===== src/rtl/rr_mux_sel_arbiter_pkg.sv =====
// Shared definitions for the round-robin mux-select arbiter:
// FSM state encoding, channel/select widths, default byte width
// and a one-hot helper.
package rr_arb_pkg;

  localparam int NCH    = 8;   // channel count (fixed)
  localparam int SELW   = 3;   // mux select width
  localparam int DW_DEF = 8;   // default channel byte width
  localparam int CNTW   = 16;  // optional handshake counter width

  typedef enum logic [1:0] {
    IDLE    = 2'd0,
    CAPTURE = 2'd1,
    HOLD    = 2'd2
  } state_t;

  // One-hot decode of a channel index.
  function automatic logic [NCH-1:0] onehot_sel(input logic [SELW-1:0] s);
    return NCH'(1) << s;
  endfunction

endpackage


===== src/rtl/rr_mux_sel_arbiter_if.sv =====
// Bus bundle between the arbiter, the 8:1 byte mux / requesters and the
// downstream consumer. The master modport is the arbiter side.
// grant_cnt exists only when ARB_GRANT_CNT_EN is defined.
interface rr_mux_sel_arbiter_if #(
  parameter int DW = rr_arb_pkg::DW_DEF
);
  import rr_arb_pkg::*;

  logic [NCH-1:0]  req;
  logic [DW-1:0]   mux_data;
  logic [SELW-1:0] sel;
  logic [NCH-1:0]  grant;
  logic [DW-1:0]   out_data;
  logic            out_valid;
  logic            out_ready;
`ifdef ARB_GRANT_CNT_EN
  logic [CNTW-1:0] grant_cnt;

  modport master (
    input  req, mux_data, out_ready,
    output sel, grant, out_data, out_valid, grant_cnt
  );

  modport slave (
    output req, mux_data, out_ready,
    input  sel, grant, out_data, out_valid, grant_cnt
  );
`else
  modport master (
    input  req, mux_data, out_ready,
    output sel, grant, out_data, out_valid
  );

  modport slave (
    output req, mux_data, out_ready,
    input  sel, grant, out_data, out_valid
  );
`endif

endinterface


===== src/rtl/rr_mux_sel_arbiter_pick8.sv =====
// Round-robin winner search over 8 request lines: returns the first set
// request bit scanning last+1, last+2, ... modulo 8, plus an any-request flag.
module rr_pick8
  import rr_arb_pkg::*;
(
  input  logic [NCH-1:0]  req,
  input  logic [SELW-1:0] last,
  output logic [SELW-1:0] winner,
  output logic            any
);

  // Scan from farthest to nearest so the nearest set bit after last wins.
  always_comb begin
    // NOTE: every output gets a default before the loop so no latch is inferred.
    winner = last;
    any    = |req;
    for (int i = NCH; i >= 1; i--) begin
      if (req[SELW'(int'(last) + i)]) begin
        winner = SELW'(int'(last) + i);
      end
    end
  end

endmodule


===== src/rtl/rr_mux_sel_arbiter.sv =====
// Round-robin arbiter driving the select of an 8:1 byte mux. It registers
// the winning channel on sel, captures the mux output one cycle later into
// a valid/ready output register and pulses grant to the winning channel.
// Optional: define ARB_GRANT_CNT_EN to add a saturating 16-bit count of
// completed output handshakes on grant_cnt.
module rr_mux_sel_arbiter #(
  parameter int DW  = rr_arb_pkg::DW_DEF,
  parameter int NCH = rr_arb_pkg::NCH
) (
  input  logic                 clk,
  input  logic                 rst_n,
  rr_mux_sel_arbiter_if.master bus
);
  import rr_arb_pkg::*;

  if (NCH != 8) begin : g_nch_check
    $error("rr_mux_sel_arbiter supports exactly 8 channels");
  end

  state_t          state_q, state_d;
  logic [SELW-1:0] sel_q;
  logic [SELW-1:0] last_q;
  logic [SELW-1:0] winner;
  logic            any_req;
  logic [NCH-1:0]  grant_q;
  logic [DW-1:0]   out_data_q;
  logic            out_valid_q;

  // Control strobes decoded from the current state.
  logic load_sel;
  logic do_capture;
  logic clr_valid;

  rr_pick8 u_pick (
    .req    (bus.req),
    .last   (last_q),
    .winner (winner),
    .any    (any_req)
  );

  // State register.
  always_ff @(posedge clk or negedge rst_n) begin
    // NOTE: sequential state uses non-blocking assignments so every register
    // samples pre-edge values regardless of block ordering.
    if (!rst_n) state_q <= IDLE;
    else        state_q <= state_d;
  end

  // Next-state logic; CAPTURE always lasts exactly one cycle.
  always_comb begin
    state_d = state_q;
    case (state_q)
      IDLE:    if (any_req) state_d = CAPTURE;
      CAPTURE: state_d = HOLD;
      HOLD:    if (bus.out_ready) state_d = any_req ? CAPTURE : IDLE;
      default: state_d = IDLE;
    endcase
  end

  // Output decode: when to load sel, capture the mux byte, or release out_valid.
  always_comb begin
    load_sel   = 1'b0;
    do_capture = 1'b0;
    clr_valid  = 1'b0;
    case (state_q)
      IDLE:    load_sel = any_req;
      CAPTURE: do_capture = 1'b1;
      HOLD: begin
        if (bus.out_ready) begin
          clr_valid = 1'b1;
          load_sel  = any_req;
        end
      end
      default: clr_valid = 1'b1;
    endcase
  end

  // Datapath: sel only moves in IDLE or on a HOLD handshake, so the mux
  // output stays coherent through CAPTURE and HOLD.
  always_ff @(posedge clk or negedge rst_n) begin
    if (!rst_n) begin
      sel_q       <= '0;
      last_q      <= SELW'(NCH - 1);
      grant_q     <= '0;
      out_data_q  <= '0;
      out_valid_q <= 1'b0;
    end else begin
      grant_q <= do_capture ? onehot_sel(sel_q) : '0;
      if (load_sel) sel_q <= winner;
      if (do_capture) begin
        out_data_q  <= bus.mux_data;
        out_valid_q <= 1'b1;
        last_q      <= sel_q;
      end else if (clr_valid) begin
        out_valid_q <= 1'b0;
      end
    end
  end

  assign bus.sel       = sel_q;
  assign bus.grant     = grant_q;
  assign bus.out_data  = out_data_q;
  assign bus.out_valid = out_valid_q;

`ifdef ARB_GRANT_CNT_EN
  logic [CNTW-1:0] grant_cnt_q;

  // Saturating count of completed output handshakes.
  always_ff @(posedge clk or negedge rst_n) begin
    if (!rst_n) begin
      grant_cnt_q <= '0;
    end else if (out_valid_q && bus.out_ready && (grant_cnt_q != {CNTW{1'b1}})) begin
      grant_cnt_q <= grant_cnt_q + 1'b1;
    end
  end

  assign bus.grant_cnt = grant_cnt_q;
`endif

endmodule


===== src/flat_wrapper.sv =====
// flat-port wrapper written by rule: the top's interface ports become plain ports
module rr_mux_sel_arbiter_flat import rr_arb_pkg::*;
#(
  parameter int DW  = rr_arb_pkg::DW_DEF,
  parameter int NCH = rr_arb_pkg::NCH
)
  (clk, rst_n, bus_req, bus_mux_data, bus_out_ready, bus_sel, bus_grant, bus_out_data, bus_out_valid);
  rr_mux_sel_arbiter_if #(.DW(DW)) bus_i ();
  input  logic clk;
  input  logic rst_n;
  input wire logic [$bits(bus_i.req)-1:0] bus_req;
  input wire logic [$bits(bus_i.mux_data)-1:0] bus_mux_data;
  input wire logic [$bits(bus_i.out_ready)-1:0] bus_out_ready;
  output wire logic [$bits(bus_i.sel)-1:0] bus_sel;
  output wire logic [$bits(bus_i.grant)-1:0] bus_grant;
  output wire logic [$bits(bus_i.out_data)-1:0] bus_out_data;
  output wire logic [$bits(bus_i.out_valid)-1:0] bus_out_valid;
  assign bus_i.req = bus_req;
  assign bus_i.mux_data = bus_mux_data;
  assign bus_i.out_ready = bus_out_ready;
  assign bus_sel = bus_i.sel;
  assign bus_grant = bus_i.grant;
  assign bus_out_data = bus_i.out_data;
  assign bus_out_valid = bus_i.out_valid;
  rr_mux_sel_arbiter #(.DW(DW), .NCH(NCH)) u_core (.clk(clk), .rst_n(rst_n), .bus(bus_i));
endmodule

===== config.mk =====
export PLATFORM = sky130hd
export DESIGN_NAME = rr_mux_sel_arbiter_flat
export DESIGN_NICKNAME = d
export VERILOG_FILES = /design/src/rtl/rr_mux_sel_arbiter_pkg.sv /design/src/rtl/rr_mux_sel_arbiter_if.sv /design/src/rtl/rr_mux_sel_arbiter_pick8.sv /design/src/rtl/rr_mux_sel_arbiter.sv /design/src/flat_wrapper.sv
export SDC_FILE = /design/constraint.sdc
export NUM_CORES = 1
export LEC_CHECK = 0
export CORE_MARGIN = 2
export CORE_UTILIZATION = 51
export DETAILED_ROUTE_END_ITERATION = 10
export PLACE_DENSITY = 0.8
export RECOVER_POWER = 50
export SLEW_MARGIN = 20
export SYNTH_ARGS = -nofsm -noshare
export SYNTH_HDL_FRONTEND = slang
export SYNTH_SLANG_ARGS = --single-unit
export TNS_END_PERCENT = 10

===== constraint.sdc =====
create_clock -name clk -period 4.15 [get_ports clk]
set_input_delay 0.6225 -clock clk [delete_from_list [all_inputs] [get_ports clk]]
set_output_delay 0.6225 -clock clk [all_outputs]
set_load 0.01 [all_outputs]

Fig. 1: met1 routing
Drawn at 6 px/µm. Cells faint in the background.
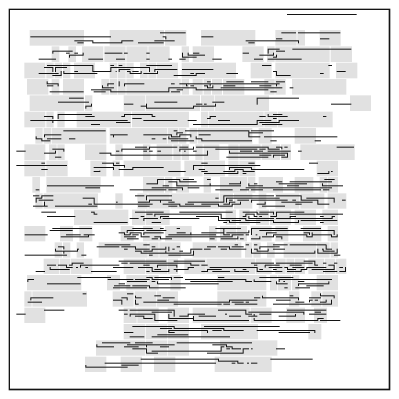
share of all routed wire = 44%
nets with wire on the layer = 210
wire length on this layer = 1900 µm

Fig. 2: M2 wires
Drawn at 8 px/µm.
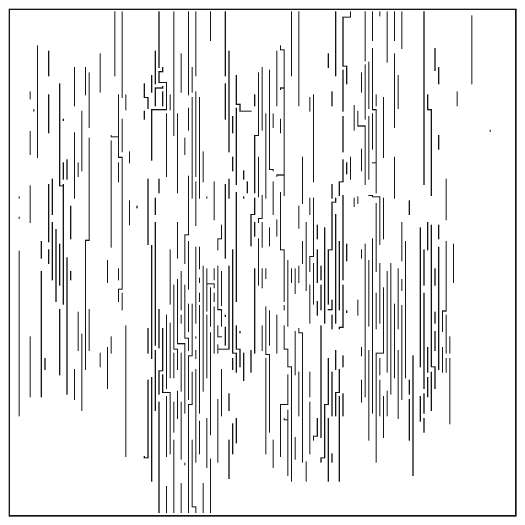
wire length on this layer = 2200 µm
longest straight run = 21.8 µm
share of all routed wire = 51%

Fig. 3: met3 routing
Drawn at 4 px/µm. Cells faint in the background.
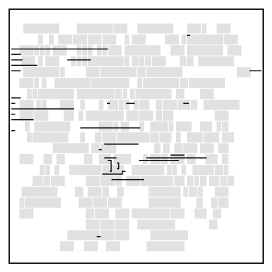
wire length on this layer = 147 µm
share of all routed wire = 3.4%
longest straight run = 23.9 µm
main direction = horizontal

Fig. 4: pin map
Drawn at 8 px/µm. Pins as bars across the die edge, other pins in grey.
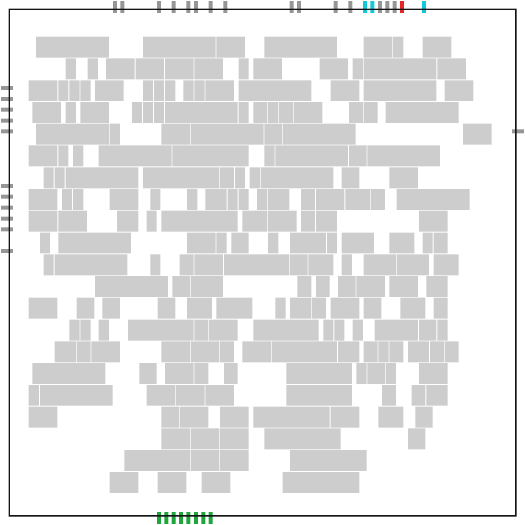
cyan -> `bus_sel`  # pins 3, direction output, edge north
red -> `rst_n`  # pins 1, direction input, edge north
green -> `bus_req`  # pins 8, direction input, edge south

Fig. 5: routing congestion map
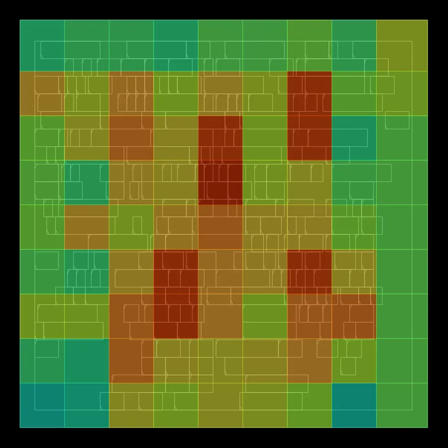
M2 GR Usage: 0.3923
final core utilization: 0.6558
GR peak layer: met2
Tot GR Track Use: 0.2316

through the flow:
step	cell area (µm²)	setup slack [ps]	power, µW	hold slack (ps)	cells
finish	2188	786.5	1788	492.3	261
global route	2188	590.7	1923	523.9	261
CTS	2195	792.6	1783	497.1	261
detailed placement	2168	829.8	1675	465.8	257
global placement	2168	958.1	1629	458.9	257
floorplan	1783	1110	1335	326.9	184
layout by cell type, fill, tap and decap left out, drive strengths merged, types with 4 or more instances in the layout:
cell,n
nand2,39
clkdlybuf4s50,36
dfrtp,22
mux2i,13
mux4,11
a21oi,10
nor2,8
nand2b,6
nand3,6
nor3,5
inv,5
clkbuf,5
o21ai,4
mux2,4
synthesized netlist by cell type (2+ instances only):
| library cell | instances |
|---|---|
| nand2_1 | 39 |
| dfrtp_1 | 22 |
| mux2i_1 | 13 |
| a21oi_1 | 10 |
| nor2_1 | 8 |
| clkbuf_1 | 7 |
| mux4_2 | 7 |
| nand2b_1 | 6 |
| nand3_1 | 6 |
| inv_1 | 5 |
| nor3_1 | 5 |
| mux4_1 | 4 |
| o21ai_0 | 4 |
| a311o_1 | 3 |
| buf_2 | 3 |
| dfstp_2 | 3 |
| mux2_2 | 3 |
| nor2b_1 | 3 |
| nor4_1 | 3 |
| xor2_1 | 3 |
| a221o_1 | 2 |
| a22oi_1 | 2 |
| a31oi_1 | 2 |
| ha_1 | 2 |
| o211ai_1 | 2 |
| o221ai_1 | 2 |
power by group through the flow:
stage | logic [µW] | registers, µW | clock network [µW]
after floorplan | 884 | 451 | 0
after global placement | 1130 | 502 | 0
after detailed placement | 1170 | 507 | 0
after CTS | 1170 | 502 | 107
after global routing | 1280 | 527 | 115
final | 1180 | 503 | 102
layout make-up:
class                           count  area share
Tap cell                           46     0.02630
Multi-Input combinational cell    142      0.4929
Inverter                            6     0.01029
Clock buffer                        4     0.01201
Timing Repair Buffer               38      0.1710
Sequential cell                    25      0.2876
final timing paths:
kind | from | to | cells past startpoint
setup / recovery | u_core.last_q[0] | u_core.bus.sel[1] | 8
hold / removal | u_core.bus.out_data[1] | u_core.bus.out_data[1] | 2
setup reg to reg | u_core.last_q[0] | u_core.bus.sel[1] | 8
hold reg to reg | u_core.bus.out_data[1] | u_core.bus.out_data[1] | 2
max in group asynchronous | rst_n | u_core.bus.grant[7] | 1
min in group asynchronous | rst_n | u_core.bus.grant[3] | 1
cells by family (layout without fill, tap and decap cells):
kind of cell               count (synthesis)  count (layout)  share of synthesized area
and+or+nand+nor                           74              74                     0.1881
AOI/OAI and AO/OA                         35              35                     0.1404
muxes                                     28              28                     0.2477
DFF                                       25              25                     0.3530
buffers and inverters                     17              48                    0.04210
xor gates and xnor gates                   3               3                    0.01474
adders and majority gates                  2               2                    0.01403
routing by layer:
layer	up-vias	GRT usage	wire, µm
met4	0	0.04722	52
met3	6	0.03214	147
met2	41	0.3923	2197
met1	782	0.3198	1899
met5	-	0	0
li1	746	-	-
registers in the layout, summed over array words and instances, names as in the netlist:
register,flops
u_core.bus.grant,8
u_core.bus.out_data,8
u_core.bus.sel,3
u_core.last_q,3
u_core.state_q,2
u_core.bus.out_valid,1
==> impl_metrics.py <==
# Auto-generated metrics
metrics = {
    "pwr": {
        "p_per_area_mw_per_mm2": 817.0,
        "p_clk_frac": 0.057,
    },
    "floorplanning": {
        "fp.dieH_um": 63.13,
        "rows": 21,
    },
    "logic_synthesis": {
        "fp_nets": 205,
        "top_area_cell": "dfrtp_1",
        "yosysTopAreaCellShare": 0.3088,
    },
    "grt": {
        "antenna_found_initial": 0,
    },
    "setup_path": {
        "reg2reg_slack_ps": 790,
        "cpMostUsedCell": "a21oi_1",
        "crit_arrival_ps": 3600,
    },
    "timing": {
        "finalClockPeriodUsage": 0.8105,
        "finalCriticalPeriod_ps": 3363,
    },
    "routing": {
        "avgViaCountPerCell": 6.034,
        "vias": 1575,
    },
    "outcome": {
        "status": "finished, final reports clean",
    },
    "min_path": {
        "min_path_type": "reg2reg",
    },
    "clock_tree": {
        "cts_tree": "built",
        "clk_path_buf_depth": 2,
        "clock_tree.htree_level_count": 1,
    },
    "cells_and_area": {
        "ff_latch_area_um2": 629.4,
    },
}
No activity file was given, so power comes from the tool's default toggle rates.
